cell_classes.png
The bar under the picture is 50 um long.
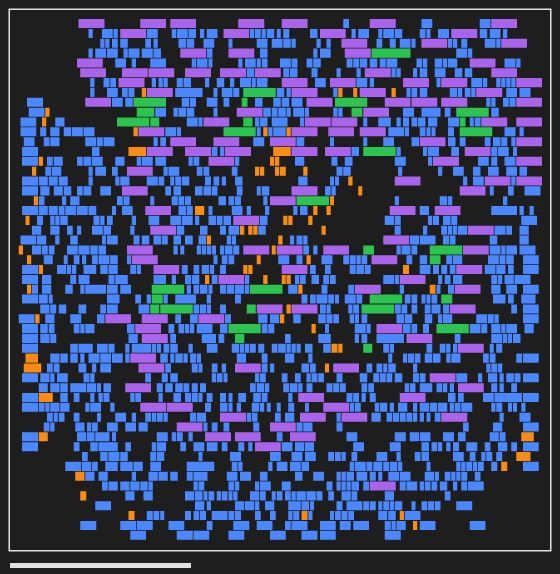
metal_stack.png
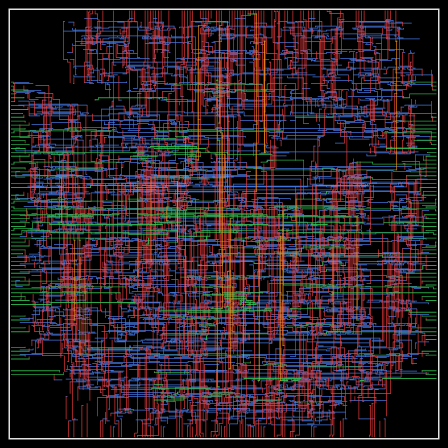
==> config.mk <==
export PLATFORM = sky130hd
export DESIGN_NAME = next_pc_unit
export DESIGN_NICKNAME = d
export VERILOG_FILES = /design/src/rtl/riscv_pkg.sv /design/src/rtl/branch_target_adder.sv /design/src/rtl/next_pc_unit.sv
export SDC_FILE = /design/constraint.sdc
export NUM_CORES = 1
export LEC_CHECK = 0
export CAP_MARGIN = 10
export CORE_MARGIN = 2
export CORE_UTILIZATION = 49
export DETAILED_ROUTE_END_ITERATION = 12
export DONT_BUFFER_PORTS = 1
export GPL_TIMING_DRIVEN = 0
export HOLD_SLACK_MARGIN = 0.08
export PLACE_DENSITY = 0.64
export SLEW_MARGIN = 20
export SYNTH_ARGS = -nofsm -noshare
export SYNTH_HDL_FRONTEND = slang
export SYNTH_SLANG_ARGS = --single-unit
==> constraint.sdc <==
create_clock -name clk -period 3.8 [get_ports clk]
set_input_delay 0.76 -clock clk [delete_from_list [all_inputs] [get_ports clk]]
set_output_delay 0.76 -clock clk [all_outputs]
set_load 0.01 [all_outputs]
==> src/rtl/riscv_pkg.sv <==
// ---------------------------------------------------------------------------
// riscv_pkg -- shared definitions for the fetch-side next-PC logic.
//   state_e          : next_pc_unit control states (BOOT, RUN, FAULT)
//   PC_RESET_DEFAULT : default fetch address after reset
//   INSTR_BYTES      : sequential fetch stride
//   CNT_W            : width of the branch statistics counters
//   sat_inc()        : saturating increment for the statistics counters
// ---------------------------------------------------------------------------
package riscv_pkg;

    typedef enum logic [1:0] {
        ST_BOOT  = 2'd0,
        ST_RUN   = 2'd1,
        ST_FAULT = 2'd2
    } state_e;

    localparam logic [63:0] PC_RESET_DEFAULT = 64'h0;
    localparam int          INSTR_BYTES      = 4;
    localparam int          CNT_W            = 32;

    // Counters stick at all-ones instead of rolling back to zero.
    function automatic logic [CNT_W-1:0] sat_inc(input logic [CNT_W-1:0] v);
        return (&v) ? v : v + 1'b1;
    endfunction

endpackage

==> src/rtl/branch_target_adder.sv <==
// ---------------------------------------------------------------------------
// branch_target_adder -- B-type branch target and alignment check.
//   ex_pc_i   : PC of the branch in EX
//   imm_i     : sign-extended B-type immediate, not yet shifted
//   target_o  : ex_pc_i + (imm_i << 1), wrapping modulo 2^64
//   aligned_o : target is a legal 4-byte fetch address
// ---------------------------------------------------------------------------
module branch_target_adder (
    input  logic [63:0] ex_pc_i,
    input  logic [63:0] imm_i,
    output logic [63:0] target_o,
    output logic        aligned_o
);

    // B-type immediates encode half-word offsets; the top immediate bit
    // falls off, which is the same as doing the shift modulo 2^64.
    assign target_o  = ex_pc_i + {imm_i[62:0], 1'b0};
    assign aligned_o = (target_o[1:0] == 2'b00);

endmodule

==> src/rtl/next_pc_unit.sv <==
// ---------------------------------------------------------------------------
// next_pc_unit -- fetch address generator with branch redirect.
//   clk, reset          : clock, synchronous active-high reset
//   stall               : hazard unit holds the PC
//   branch_ex           : EX-stage instruction is a conditional branch
//   addermuxselect      : branch comparator says taken
//   ex_pc, imm_ex       : branch PC and unshifted B-type immediate
//   pc, pc_valid        : current fetch address and its valid
//   flush               : kill IF/ID and ID/EX at the coming edge
//   misaligned          : sticky fault, set by a taken misaligned target
//   branch_count        : branches resolved in RUN (saturating)
//   taken_count         : valid redirects (saturating)
// ---------------------------------------------------------------------------
module next_pc_unit
    import riscv_pkg::*;
#(
    parameter logic [63:0] PC_RESET = PC_RESET_DEFAULT
) (
    input  logic             clk,
    input  logic             reset,
    input  logic             stall,
    input  logic             branch_ex,
    input  logic             addermuxselect,
    input  logic [63:0]      ex_pc,
    input  logic [63:0]      imm_ex,
    output logic [63:0]      pc,
    output logic             pc_valid,
    output logic             flush,
    output logic             misaligned,
    output logic [CNT_W-1:0] branch_count,
    output logic [CNT_W-1:0] taken_count
);

    state_e           state_q, state_d;
    logic [63:0]      pc_q, pc_d;
    logic             mis_q, mis_d;
    logic [CNT_W-1:0] bcnt_q, bcnt_d;
    logic [CNT_W-1:0] tcnt_q, tcnt_d;

    logic [63:0] target;
    logic        aligned;
    logic        take;
    logic        redirect;

    branch_target_adder u_bta (
        .ex_pc_i   (ex_pc),
        .imm_i     (imm_ex),
        .target_o  (target),
        .aligned_o (aligned)
    );

    assign take     = branch_ex & addermuxselect & (state_q == ST_RUN);
    assign redirect = take & aligned;

    always_comb begin
        state_d = state_q;
        pc_d    = pc_q;
        mis_d   = mis_q;
        bcnt_d  = bcnt_q;
        tcnt_d  = tcnt_q;
        case (state_q)
            ST_BOOT: state_d = ST_RUN;
            ST_RUN: begin
                if (branch_ex) bcnt_d = sat_inc(bcnt_q);
                // A redirect wins over stall: the stalled fetch is flushed anyway.
                if (take) begin
                    if (aligned) begin
                        pc_d   = target;
                        tcnt_d = sat_inc(tcnt_q);
                    end else begin
                        mis_d   = 1'b1;
                        state_d = ST_FAULT;
                    end
                end else if (!stall) begin
                    pc_d = pc_q + 64'(INSTR_BYTES);
                end
            end
            // FAULT (and the unused encoding) hold everything until reset.
            default: ;
        endcase
    end

    always_ff @(posedge clk) begin
        if (reset) begin
            state_q <= ST_BOOT;
            pc_q    <= PC_RESET;
            mis_q   <= 1'b0;
            bcnt_q  <= '0;
            tcnt_q  <= '0;
        end else begin
            state_q <= state_d;
            pc_q    <= pc_d;
            mis_q   <= mis_d;
            bcnt_q  <= bcnt_d;
            tcnt_q  <= tcnt_d;
        end
    end

    assign pc           = pc_q;
    assign pc_valid     = (state_q == ST_RUN) & ~reset;
    assign flush        = redirect & ~reset;
    assign misaligned   = mis_q;
    assign branch_count = bcnt_q;
    assign taken_count  = tcnt_q;

endmodule

==> results.txt <==
This note records the results obtained with Yosys and OpenROAD.

Power and ir drop
The total power divided by cell area is 348 nW/um^2. The leakage power of the design is 0.00421 uW. The worst IR drop on VDD is approximately 0.00018 V.

Final layout
The antenna diode instance count is 0. The filler-free cell count of the finished design is approximately 1700. The register area is ~2600 um^2. The most common logic cell in the final layout is sky130_fd_sc_hd__nor2_1.

Final timing
Post-route period utilization is reported as 0.957. The smallest clock period supported by the final layout is computed as approximately 3600 ps. Hold is met by between 500 and 600 ps. The normalized max-slew margin is 0.353. The transition time at the pin with the least slew margin is 970 ps. Setup repair after global routing left no endpoint under its margin. The worst-case clock skew is 11.0 ps.

Status
The flow ran to the end, and the final reports show no timing, DRC or antenna violations.

Routing
The final wirelength is between 30000 and 40000 um. For this sky-water flow run, the detailed-routed wirelength per cell is reported as 19.8 um. The post-detailed-route DRC marker count is 0. The total number of vias is 10600.

Yosys
In this run, synthesis produced a sequential element count of approximately 130. The top flip-flop cell by instance count after synthesis is sky130_fd_sc_hd__dfxtp_1. The post-synthesis cell count from yosys is approximately 1400. During synthesis, Yosys emitted a total of 0 warnings. In this run the mean area of a mapped cell was about 7.4 um^2. The sequential element share of the synthesized area is 0.254. The number of different library cells in the post-synthesis netlist is 92.

The number of nets in the synthesized netlist is 1603. In this run the cell area of the synthesized design comes to ~10000 um^2.

Setup path
The element type at the critical path start is a primary input. The critical path endpoint category is a flip-flop. The maximum net fanout on the critical path is 4. The arrival time of the worst setup path is between 3000 and 4000 ps. The cell count of the worst reg-to-reg path is 10.

Looking at the reg2reg group, the worst path starts from state_q[0]. The required time at the worst endpoint is listed as between 4000 and 5000 ps.

Die
The chip occupies roughly 22000 um^2. The row count is around 53. The width of the chip is roughly 150 um.

CTS
In this run, post-CTS hold repair placed 0 buffers. The clock passes through at most 2 buffers. Buffers added to address setup during post-CTS repair amount to 0. Per the skew report, the later register of the worst-skew pair sees a clock latency of roughly 430 ps. The clock drives around 130 sinks.

Hold path
The type of the most critical hold path is reg -> reg. The startpoint identified for the worst hold timing path is state_q[0]. The hold-critical path depth is 2.

Job
Across the run, the number of max-cap violations was 0.
About cell_classes.png:
colour	class	cells
blue	all other logic	1200
orange	other buffers and delay cells	73
green	clock drivers and dummy loads	32
purple	flip-flops	131

About metal_stack.png:
colour	layer	wire length
green	met3	3590 um
red	met2	14700 um
orange	met4	1070 um
blue	met1	14500 um

## routing by layer
metal | wire [um] | track usage
met1 | 14500 | 0.390
met2 | 14700 | 0.453
met3 | 3590 | 0.0884
met4 | 1070 | 0.110
met5 | 0 | 0
## power breakdown
part | leakage (uW) | internal [uW] | switching (uW)
logic | 0.00289 | 329 | 580
clock network | 0.000261 | 921 | 660
registers | 0.00106 | 1390 | 40.7
total | 0.00421 | 2640 | 1280
## registers in the layout (all words and copies together) (netlist names)
name	count
state_q	2
misaligned	1
branch_count	32
pc	64
taken_count	32
## layout make-up
cell class | count | area share
well taps | 275 | 0.0305
multi-input cells | 1173 | 0.646
inverters | 27 | 0.00899
clock buffers | 18 | 0.0390
flip-flops and latches | 131 | 0.233
plain buffers | 73 | 0.0313
clock inverters | 14 | 0.0114
## cell usage after synthesis (all sizes together), types with 3 or more instances
cell type / n
nor2: 176
a21oi: 158
dfxtp: 131
nand2: 128
o21ai: 103
ha: 65
nand3: 63
xor2: 63
clkbuf: 56
nand4: 54
xnor2: 49
a21o: 38
nor3: 35
and3: 30
a211oi: 27
inv: 27
a31oi: 25
buf: 14
nor4: 14
and2: 10
nor2b: 10
o21a: 10
o21bai: 10
nand2b: 9
or3: 9
and4: 8
o31ai: 7
a2111oi: 5
a221oi: 5
o22ai: 5
nand3b: 4
o211ai: 4
clkdlybuf4s15: 3
mux2i: 3
nand4b: 3
nor3b: 3
o41ai: 3
or2: 3
## per-stage QoR
stage | worst slack (ps) | TNS, ps
finish | 162 | 0
global route | 28.5 | 0
CTS | 73.8 | 0
detailed placement | -473 | -2170
global placement | -378 | -1700
floorplan | 311 | 0
## cells by family after synthesis
| kind of cell | count (synthesis) | synth area share |
|---|---|---|
| simple gates | 566 | 0.269 |
| compound gates | 426 | 0.255 |
| flops | 131 | 0.254 |
| xor+xnor | 112 | 0.0948 |
| buf+inv | 100 | 0.0439 |
| fa+ha+maj | 66 | 0.0806 |
| mux | 3 | 0.00290 |
## worst max-delay path by stage
| stage | startpoint | endpoint | slack [ps] | cells past startpoint |
|---|---|---|---|---|
| 2_1_floorplan | ex_pc[1] | pc[55] | 310 | 14 |
| 3_3_place_gp | ex_pc[7] | pc[48] | -380 | 12 |
| 3_5_place_dp | ex_pc[7] | pc[48] | -470 | 12 |
| 4_1_cts | ex_pc[1] | pc[63] | 70 | 14 |
| 5_1_grt | ex_pc[7] | pc[48] | 30 | 12 |
| 6_report | ex_pc[7] | pc[48] | 160 | 12 |
## repair_timing
item	CTS	global route
setup endpoints to repair	1	2
resized	1	1
cloned	0	0
hold endpoints to repair	0	0
pin swaps	0	0
## critical path, cell delays in order
cell and delay [ps]:
sky130_fd_sc_hd__ha_1 320, sky130_fd_sc_hd__a21oi_1 260, sky130_fd_sc_hd__inv_1 90, sky130_fd_sc_hd__o211ai_1 280, sky130_fd_sc_hd__a21oi_1 170, sky130_fd_sc_hd__o21ai_0 350
sky130_fd_sc_hd__a21boi_1 190, sky130_fd_sc_hd__o21a_1 250, sky130_fd_sc_hd__o31ai_2 450, sky130_fd_sc_hd__o21ai_1 210, sky130_fd_sc_hd__xnor2_1 170, sky130_fd_sc_hd__a2111oi_1 420
Power is estimated from default activity; no workload was simulated.
